--- config.mk ---
export PLATFORM = sky130hd
export DESIGN_NAME = rx_frame_deframer
export DESIGN_NICKNAME = d
export VERILOG_FILES = /design/src/rtl/rx_frame_deframer.sv
export SDC_FILE = /design/constraint.sdc
export NUM_CORES = 1
export LEC_CHECK = 0
export CAP_MARGIN = 20
export CORE_MARGIN = 2
export CORE_UTILIZATION = 61
export CTS_BUF_LIST = sky130_fd_sc_hd__clkbuf_4 sky130_fd_sc_hd__clkbuf_8
export CTS_CLUSTER_DIAMETER = 100
export CTS_CLUSTER_SIZE = 40
export DETAILED_ROUTE_END_ITERATION = 7
export GPL_TIMING_DRIVEN = 0
export PLACE_DENSITY = 0.88
export SYNTH_ARGS = -nofsm -noshare
export SYNTH_HDL_FRONTEND = slang
export SYNTH_SLANG_ARGS = --single-unit
--- constraint.sdc ---
create_clock -name clk -period 7.1 [get_ports clk]
set_input_delay 0.71 -clock clk [delete_from_list [all_inputs] [get_ports clk]]
set_output_delay 0.71 -clock clk [all_outputs]
set_load 0.1 [all_outputs]
--- src/rtl/rx_frame_deframer.sv ---
// rx_frame_deframer: sits after the word aligner. Finds the header word,
// checks the descriptor, forwards payload words with sof/eof markers,
// checks the XOR trailer and reports one status pulse per frame. After
// cfg_bad_th consecutive bad events it asks the aligner to realign.
//
// Handshake: there is no backpressure. An input word is taken on any
// cycle with i_valid && i_bit_locked. An output beat exists on any cycle
// with o_valid high. o_stat_valid is a single-cycle pulse.
module rx_frame_deframer #(
  parameter int          W         = 32,
  parameter int          MAX_LEN   = 256,
  parameter int          REQ_HOLD  = 8,
  parameter logic [31:0] HDR_WORD  = 32'hEB94_BDA3,
  parameter logic [31:0] IDLE_WORD = 32'h0707_0707
) (
  input  logic         clk,
  input  logic         rst,
  input  logic [W-1:0] i_data,
  input  logic         i_valid,
  input  logic         i_bit_locked,
  input  logic [3:0]   cfg_bad_th,
  output logic [W-1:0] o_data,
  output logic         o_valid,
  output logic         o_sof,
  output logic         o_eof,
  output logic         o_stat_valid,
  output logic [1:0]   o_stat_code,
  output logic [7:0]   o_stat_seq,
  output logic         o_realign_req,
  output logic [15:0]  o_good_cnt,
  output logic [2:0]   o_dbg_state
);

  typedef enum logic [2:0] {
    S_HUNT        = 3'd0,
    S_DESC        = 3'd1,
    S_PAYLOAD     = 3'd2,
    S_TRAILER     = 3'd3,
    S_REALIGN     = 3'd4,
    S_WAIT_UNLOCK = 3'd5
  } state_t;

  state_t         state_q;
  logic [7:0]     seq_q;
  logic [15:0]    rem_q;
  logic           first_q;
  logic [W-1:0]   acc_q;
  logic [7:0]     exp_seq_q;
  logic           exp_valid_q;
  logic [3:0]     bad_cnt_q;
  logic [7:0]     hold_q;

  logic           accept;
  logic [15:0]    desc_len;
  logic           desc_ok;
  logic [3:0]     bad_inc;
  logic           bad_trip;
  logic           bad_ev;

  assign o_dbg_state = state_q;

  // Classify the current word: acceptance, descriptor validity, bad events.
  always_comb begin
    accept   = i_valid && i_bit_locked;
    desc_len = i_data[15:0];
    desc_ok  = (i_data[31:24] == 8'hA5) && (desc_len != 16'd0) &&
               (desc_len <= 16'(MAX_LEN));
    bad_inc  = (bad_cnt_q == 4'hF) ? 4'hF : bad_cnt_q + 4'd1;
    bad_trip = (cfg_bad_th != 4'd0) && (bad_inc >= cfg_bad_th);
    bad_ev   = 1'b0;
    if (accept) begin
      case (state_q)
        S_HUNT:    bad_ev = (i_data != HDR_WORD) && (i_data != IDLE_WORD);
        S_DESC:    bad_ev = !desc_ok;
        S_TRAILER: bad_ev = (i_data != acc_q);
        default:   bad_ev = 1'b0;
      endcase
    end
  end

  // Framing FSM with registered outputs; bad-event handling overrides the
  // normal next state when the threshold is reached.
  always_ff @(posedge clk or posedge rst) begin
    if (rst) begin
      state_q       <= S_HUNT;
      seq_q         <= 8'd0;
      rem_q         <= 16'd0;
      first_q       <= 1'b0;
      acc_q         <= '0;
      exp_seq_q     <= 8'd0;
      exp_valid_q   <= 1'b0;
      bad_cnt_q     <= 4'd0;
      hold_q        <= 8'd0;
      o_data        <= '0;
      o_valid       <= 1'b0;
      o_sof         <= 1'b0;
      o_eof         <= 1'b0;
      o_stat_valid  <= 1'b0;
      o_stat_code   <= 2'd0;
      o_stat_seq    <= 8'd0;
      o_realign_req <= 1'b0;
      o_good_cnt    <= 16'd0;
    end else begin
      o_valid       <= 1'b0;
      o_sof         <= 1'b0;
      o_eof         <= 1'b0;
      o_stat_valid  <= 1'b0;
      o_realign_req <= 1'b0;

      case (state_q)
        S_HUNT: begin
          if (accept && i_data == HDR_WORD) state_q <= S_DESC;
        end

        S_DESC: begin
          if (!i_bit_locked) begin
            // Lock lost before seq is known: abort reports seq 0.
            o_stat_valid <= 1'b1;
            o_stat_code  <= 2'd2;
            o_stat_seq   <= 8'd0;
            state_q      <= S_HUNT;
          end else if (accept) begin
            if (desc_ok) begin
              seq_q   <= i_data[23:16];
              rem_q   <= desc_len;
              first_q <= 1'b1;
              acc_q   <= '0;
              state_q <= S_PAYLOAD;
            end else begin
              state_q <= S_HUNT;
            end
          end
        end

        S_PAYLOAD: begin
          if (!i_bit_locked) begin
            o_stat_valid <= 1'b1;
            o_stat_code  <= 2'd2;
            o_stat_seq   <= seq_q;
            state_q      <= S_HUNT;
          end else if (accept) begin
            o_data  <= i_data;
            o_valid <= 1'b1;
            o_sof   <= first_q;
            o_eof   <= (rem_q == 16'd1);
            first_q <= 1'b0;
            acc_q   <= acc_q ^ i_data;
            rem_q   <= rem_q - 16'd1;
            if (rem_q == 16'd1) state_q <= S_TRAILER;
          end
        end

        S_TRAILER: begin
          if (!i_bit_locked) begin
            o_stat_valid <= 1'b1;
            o_stat_code  <= 2'd2;
            o_stat_seq   <= seq_q;
            state_q      <= S_HUNT;
          end else if (accept) begin
            o_stat_valid <= 1'b1;
            o_stat_seq   <= seq_q;
            state_q      <= S_HUNT;
            if (i_data != acc_q) begin
              o_stat_code <= 2'd1;
            end else begin
              o_stat_code <= (!exp_valid_q || seq_q == exp_seq_q) ? 2'd0 : 2'd3;
              o_good_cnt  <= o_good_cnt + 16'd1;
              exp_seq_q   <= seq_q + 8'd1;
              exp_valid_q <= 1'b1;
              bad_cnt_q   <= 4'd0;
            end
          end
        end

        S_REALIGN: begin
          if (hold_q == 8'd0) begin
            state_q <= S_WAIT_UNLOCK;
          end else begin
            hold_q        <= hold_q - 8'd1;
            o_realign_req <= 1'b1;
          end
        end

        S_WAIT_UNLOCK: begin
          if (!i_bit_locked) begin
            state_q     <= S_HUNT;
            exp_valid_q <= 1'b0;
          end
        end

        default: state_q <= S_HUNT;
      endcase

      // Bad events count up; reaching the threshold redirects to REALIGN
      // and raises the request on the same edge.
      if (bad_ev) begin
        if (bad_trip) begin
          state_q       <= S_REALIGN;
          bad_cnt_q     <= 4'd0;
          hold_q        <= 8'(REQ_HOLD - 1);
          o_realign_req <= 1'b1;
        end else begin
          bad_cnt_q <= bad_inc;
        end
      end
    end
  end

endmodule

**Run 1: selected gate families**

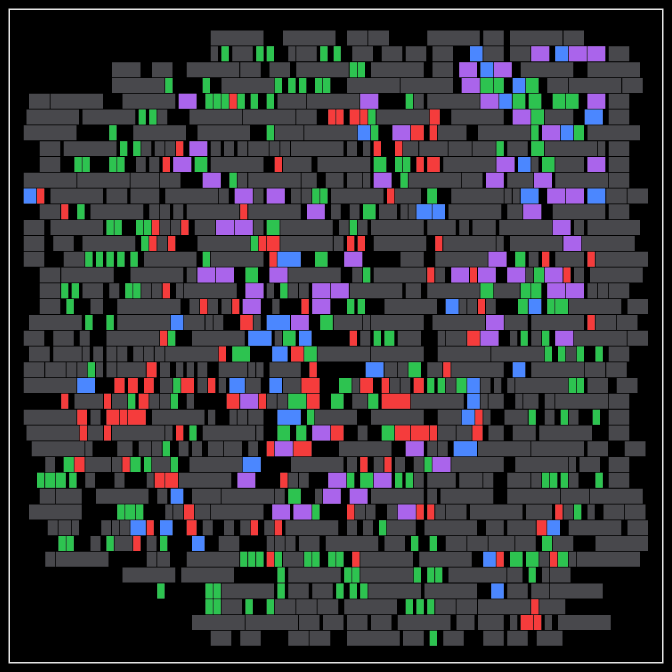
Key: and/or cells = blue [cells 40]; xor and xnor cells = purple [cells 64]; nor cells = red [cells 105]; nand cells = green [cells 192, where all over the die]

**Run 1: cells colored by class**

The bar under the picture is 20 um long.
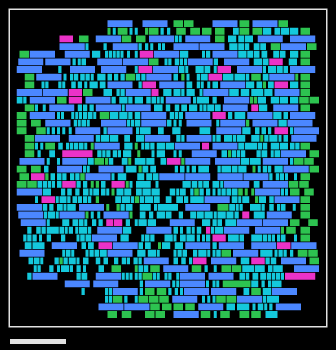
Key: remaining buffers and delay cells = green [cells 142, share of their area 14%]; registers = blue [cells 144, share of their area 42%]; clock drivers and dummy loads = magenta [cells 31, share of their area 4.8%]; remaining logic cells = cyan [cells 597, share of their area 39%]
Site Rows: 39
Non-Filler Cell Area, Final: 8787 um2
Final Core Density: 76.96%
sequential cell area share: 41.01%
Core Footprint: 11,420 um2

**Run 1: routed clock nets over the placement**

The bar under the picture is 20 um long.
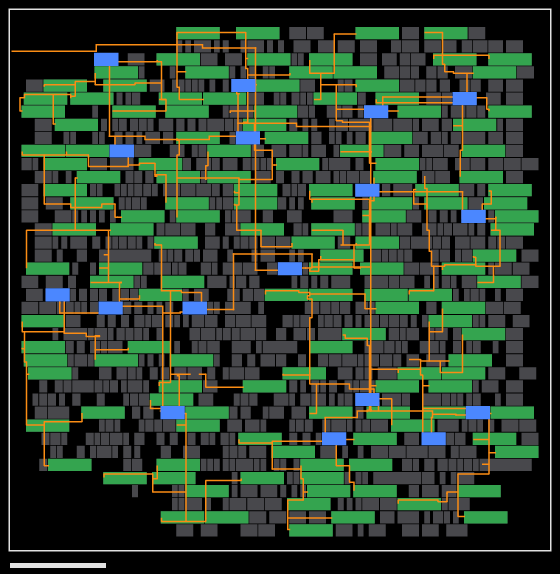
Key: clock-net drivers = blue [count 17]; flip-flops = green [count 144]; clock wires = orange [length 1,750 um]
Position of the flops: all over the die. There are 18 routed clock nets.

==> changes_impl.md, run 1 <==
### Physical design

- Vias in the first global route: 6,483
- FP Core Util: 62.62%
- Syn_nets: around 830
- Worst skew pair latency: 0.47 ns
- Chip height: ~110 um
- Peak supply drop: 0.2272 mV
- Fin. Hold Viols: 0
- Final total power: 1924 uW
- XORs/XNORs by Area: 7.839%
- Tcrit/Tclk final: 47.31%
- Adder-Cell Fraction of Synth Area: 1.750%
- CP endpoint kind: flip-flop
- Antenna violations before repair: 0
- Tool warning count: 27
- Die ar.: 12,600 um2
- Clk_skew: 0.01002 ns
- Fin crit period: between 3 and 4 ns
- Hold Path Depth: 2
- Clock-pin slew on the worst setup and hold paths: ~0.070 ns
- Port Buf Inserts: ~100
- Area Growth Syn to Fin: 22.89%
- Post_cts resized: 0
- RSZ-0062 raised after global routing: no
- Slew Limit Headroom: between 30% and 40%
- Gr usage total: 31.30%
- M1 GR Usage: 38.03%
- Worst-case clock buffer depth: 2
- Hpwl dp: 13,840 um
- Synth mux share: under 10%
- Status: complete, no violations
- Worst Reg-to-Reg Cells: 11
- Syn. warnings: 0
- Comb area leader: simple AND/OR/NAND/NOR gates
- Avg Cell Area, Syn: approximately 9.2 um2
-- run 1: registers in the layout, summed over array words and instances (netlist names) --
register       cells
acc_q             32
first_q            1
seq_q              8
o_good_cnt        16
o_eof              1
rem_q             16
bad_cnt_q          4
o_dbg_state        3
o_valid            1
o_stat_seq         8
exp_valid_q        1
o_sof              1
o_stat_valid       1
hold_q             8
exp_seq_q          8
o_data            32
o_stat_code        2
o_realign_req      1
-- run 1: cell type report --
cell class	count	area, um2	share of cell area [%]
flip-flops and latches	144	3603	41.01
multi-input cells	578	3313	37.70
repair buffers	102	1039	11.82
clock buffers	27	340.3	3.873
well taps	143	178.9	2.036
plain buffers	40	162.7	1.851
inverters	19	76.32	0.8686
clock inverters	4	73.82	0.8401
-- run 1: cells in the mapped netlist, types with 2 or more instances --
cell type	number
nand4b_1	2
or4_1	4
and3_1	9
xor2_1	9
buf_2	4
inv_1	19
and2_1	9
xnor2_1	55
nor3_1	15
or3b_2	2
or2_2	2
or4bb_1	2
nand3_1	19
nand4_1	23
a21o_1	4
a32o_1	3
or3_1	5
clkbuf_1	34
nand2_1	142
o21ai_0	93
a21oi_1	27
dfrtp_1	144
and4_1	4
nor4b_1	4
ha_1	10
o22ai_1	5
nand2b_1	6
or4_4	2
nor4_1	13
nor2_1	70
o31a_1	2
mux2_2	10
o211ai_1	2
a211o_1	4
a22oi_1	4
-- run 1: per-stage QoR --
| stage | std cells | setup WS [ns] | hold slack, ns |
|---|---|---|---|
| 4_1_cts | 1057 | 3.828 | 0.4808 |
| 5_1_grt | 1057 | 3.662 | 0.5039 |
| 3_5_place_dp | 1026 | 3.335 | 0.4628 |
| 6_report | 1057 | 3.741 | 0.4783 |
| 2_1_floorplan | 781 | 2.524 | 0.4413 |
| 3_3_place_gp | 1025 | 0.7744 | 0.4558 |
-- run 1: worst paths after layout --
check | from | to | slack [ns]
worst max-delay path | i_data[11] | acc_q[31]$_DFFE_PP0P_ | 3.74
worst min-delay path | o_data[20]$_DFFE_PP0P_ | o_data[20]$_DFFE_PP0P_ | 0.48
worst max register to register | o_dbg_state[1]$_DFF_PP0_ | o_dbg_state[0]$_DFF_PP0_ | 3.90
worst min register to register | o_data[20]$_DFFE_PP0P_ | o_data[20]$_DFFE_PP0P_ | 0.48
max in group asynchronous | rst | o_data[12]$_DFFE_PP0P_ | 5.65
min in group asynchronous | rst | o_data[20]$_DFFE_PP0P_ | 0.66
-- run 1: power by group --
group | internal, uW | leakage (uW) | total [uW] | switching [uW]
Clock | 377 | 0.000217 | 678 | 301
Combinational | 124 | 0.00182 | 347 | 222
Sequential | 860 | 0.00195 | 899 | 39.0
Total | 1360 | 0.00399 | 1920 | 563
-- run 1: routing by layer --
layer  vias up  share of wire (%)
li1       2945                  -
met1      3127                 38
met2       351                 49
met3        95                8.9
met4         0                4.0
met5         -                  0
-- run 1: critical path, stage by stage --
cell	delay [ns]
clkdlybuf4s50_1	0.57
or4_4	0.62
or4_1	0.50
a2111oi_2	0.27
nor2_1	0.14
clkbuf_1	0.26
clkbuf_1	0.31
o21ai_0	0.22
o21ai_0	0.10
**Run 1: congestion heat map**

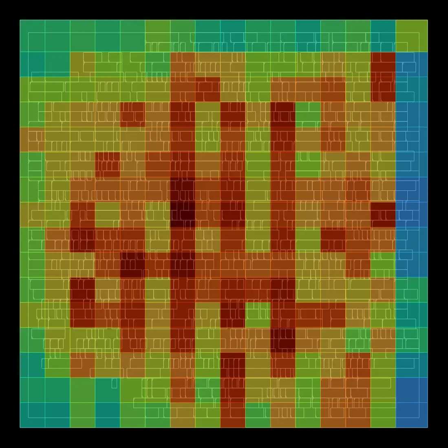

==> run 2, diff against run 1 <==
--- a/config.mk
+++ b/config.mk
@@ -7,13 +7,13 @@
 export LEC_CHECK = 0
 export CAP_MARGIN = 20
 export CORE_MARGIN = 2
-export CORE_UTILIZATION = 61
+export CORE_UTILIZATION = 56
 export CTS_BUF_LIST = sky130_fd_sc_hd__clkbuf_4 sky130_fd_sc_hd__clkbuf_8
 export CTS_CLUSTER_DIAMETER = 100
 export CTS_CLUSTER_SIZE = 40
 export DETAILED_ROUTE_END_ITERATION = 7
 export GPL_TIMING_DRIVEN = 0
-export PLACE_DENSITY = 0.88
+export PLACE_DENSITY = 0.82
 export SYNTH_ARGS = -nofsm -noshare
 export SYNTH_HDL_FRONTEND = slang
 export SYNTH_SLANG_ARGS = --single-unit
==> constraint.sdc (replaced) <==
create_clock -name clk -period 3.25 [get_ports clk]
set_input_delay 0.325 -clock clk [delete_from_list [all_inputs] [get_ports clk]]
set_output_delay 0.325 -clock clk [all_outputs]
set_load 0.1 [all_outputs]
**Run 2: congestion heat map**

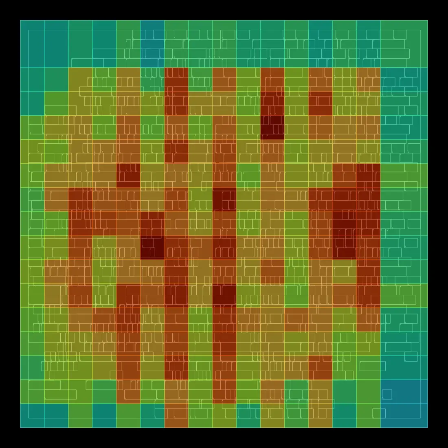
grt met2 use: 45.63%
Final Core Density: 70.07%
Avg WL per Cell: 16.78 um
gr usage total: 28.31%
global route hottest layer: met2

==> run 2 against run 1 <==
Compared with the run above: wire length down 4.7%; non-clock buffer count up 3; clock power up 84%; core utilization down 6.9 points; combinational power up 120%; synthesized area unchanged; first-iteration DRC count down 8.8%.
==> changes_impl.md, run 2 <==
### Physical design

- Status: complete, no violations (unchanged)
- Critical-path cell list: nor2b_1 > buf_2 > and2_1 > buf_2 > nand3_1 > inv_1 > buf_1 > nand2_1 > nor4_2 > a31oi_1 > nand3_1 (was clkdlybuf4s50_1 > or4_4 > or4_1 > a2111oi_2 > nor2_1 > clkbuf_1 > clkbuf_1 > o21ai_0 > o21ai_0)
- RR Startpoint: o_dbg_state[1]$_DFF_PP0_ (unchanged)
- Dpl ws: -0.1518 ns (was 3.335 ns)
- Clock-pin slew on the worst setup and hold paths: 0.08 ns (was 0.07 ns)
- Syn. warnings: 0 (unchanged)
- Clk network pwr share: 31.5% (was 35.3%)
- Hpwl dp: 13,510 um (was 13,840 um)
- Area Growth Syn to Fin: 23.17% (was 22.89%)
- RSZ-0062 raised after global routing: no (unchanged)
- Crit-path slowest cell: nor4_2 (was or4_4)
- Yosys top cell by area: dfrtp_1 (unchanged)
- Reg-to-reg slack, setup: 0.25 ns (was 3.90 ns)
- CP peak stage delay: 0.53 ns (was 0.62 ns)
- Synthesized area: 7151 um2 (unchanged)
- Syn_nets: 831 (unchanged)
- Final total power: 3965 uW (was 1924 uW)
- Reg2reg end: o_dbg_state[0]$_DFF_PP0_ (unchanged)
- Most frequent cells after synthesis: dfrtp_1 (144), nand2_1 (142), o21ai_0 (93), nor2_1 (70), xnor2_1 (55) (unchanged)
- M1 GR Usage: 37.34% (was 38.03%)
- Worst Reg-to-Reg Cells: 11 (unchanged)
- CP endpoint kind: flip-flop (unchanged)
- Tcrit/Tclk final: 92.33%
- Top flop regs: acc_q: 32 flops, o_data: 32 flops (unchanged)
- Worst-case clock buffer depth: 2 (unchanged)
- First-pass GRT wire length: 29,170 um (was 31,330 um)
- Core Footprint: 12,570 um2 (was 11,420 um2)
- Setup WS post-layout: 0.2491 ns (was 3.741 ns)
- Fin. Hold Viols: 0 (unchanged)
- Pint: 2718 uW (was 1361 uW)
- Vias in the first global route: 5,757 (was 6,483)
- NetSw: 1247 uW (was 562.8 uW)
- Site Rows: 41 (was 39)
- NumNets Final: 955 (was 952)
- Clk_skew: 0.01218 ns (was 0.01002 ns)
- Switching share of total power: 31.44% (was 29.25%)
- Comb power frac: 18.9% (was 18.0%)
- Slew Limit Headroom: 32.43% (was 33.14%)
- Non-Filler Cell Area, Final: 8807 um2 (was 8787 um2)
- Fin crit period: 3.001 ns
- Antenna violations before repair: 0 (unchanged)
- Chip height: 117 um (was 112.3 um)
- Avg Cell Area, Syn: 9.156 um2 (unchanged)
- Port Buf Inserts: 101 (unchanged)
- Peak supply drop: 0.4036 mV (was 0.2272 mV)
- Die ar.: 13,690 um2 (was 12,600 um2)
**Run 2: register map, names as in the netlist**

The bar under the picture is 20 um long.
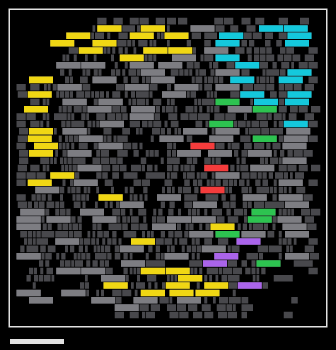
Key: o_dbg_state = red [placed flops 3]; bad_cnt_q = purple [placed flops 4, where bottom right]; o_data = yellow [placed flops 32]; o_good_cnt = cyan [placed flops 16, where top right]; seq_q = green [placed flops 8]
Reg area: 3603 um2
sequential power: 1970 uW
sequential cell area share: 40.91%

## run 2: area by class of cell
cell class | count | area (um2)
clock buffer | 21 | 270.3
sequential | 144 | 3603
timing repair buffer | 105 | 1091
tap | 172 | 215.2
inverter | 19 | 75.07
clock inverter | 11 | 67.56
fill | 987 | 3761
multi-input combinational | 578 | 3319
buffer | 40 | 165.2
## run 2: kinds of logic after synthesis
family / after synthesis / synth area share, %
DFF: 144 / 50.39
muxes: 11 / 1.715
buffers and inverters: 59 / 3.272
AOI/OAI and AO/OA: 156 / 12.60
xor gates and xnor gates: 64 / 7.839
and+or+nand+nor: 337 / 22.43
adders and majority gates: 10 / 1.750
## run 2: through the flow
step | TNS, ns | cells | hold slack (ns) | util, %
floorplan | 0 | 781 | 0.4413 | -
global placement | -16.04 | 1054 | 0.4617 | 66.68
detailed placement | -1.581 | 1058 | 0.4627 | 67.32
CTS | 0 | 1090 | 0.2261 | 70.01
global route | 0 | 1090 | 0.2537 | 70.07
finish | 0 | 1090 | 0.2265 | 70.07
## run 2: how the worst max path moves through the flow
stage,cells after the start,from,slack [ns],to
detailed placement,9,i_data[11],-0.15,acc_q[31]$_DFFE_PP0P_
global placement,9,i_data[11],-0.14,acc_q[31]$_DFFE_PP0P_
global route,10,o_dbg_state[1]$_DFF_PP0_,0.002,rem_q[13]$_DFFE_PP0P_
floorplan,10,o_dbg_state[1]$_DFF_PP0_,0.46,acc_q[9]$_DFFE_PP0P_
finish,11,o_dbg_state[1]$_DFF_PP0_,0.25,o_dbg_state[0]$_DFF_PP0_
CTS,11,o_dbg_state[1]$_DFF_PP0_,0.11,o_dbg_state[0]$_DFF_PP0_
## run 2: worst register-to-register path, stage by stage (launching register included)
cell and delay [ns]:
dfrtp_1 0.52, nor2b_1 0.16, buf_2 0.22, and2_1 0.16, buf_2 0.23, nand3_1 0.25
inv_1 0.14, buf_1 0.43, nand2_1 0.13, nor4_2 0.53, a31oi_1 0.08, nand3_1 0.10
## run 2: routing by layer
layer  vias to the layer above  part of all wire, %  wire, um
li1                       2957                    -         -
met1                      2979                   43      7825
met2                       221                   49      8879
met3                        39                  5.9      1079
met4                         0                  2.8       510
met5                         -                    0         0
## run 2: power groups by stage
stage          Sequential (uW)  Combinational, uW  Clock [uW]
6_report                  1970                750        1250
5_1_grt                   1980                814        1340
4_1_cts                   1960                752        1270
3_5_place_dp              2000                751           0
3_3_place_gp              1990                717           0
2_1_floorplan             2140                362           0
## run 2: repair_timing
item,4_1_cts,5_1_grt
setup endpoints to repair,0,13
gates resized,0,6
setup buffers,0,0
Power figures rest on the tool's default switching activity, not on a simulated workload.
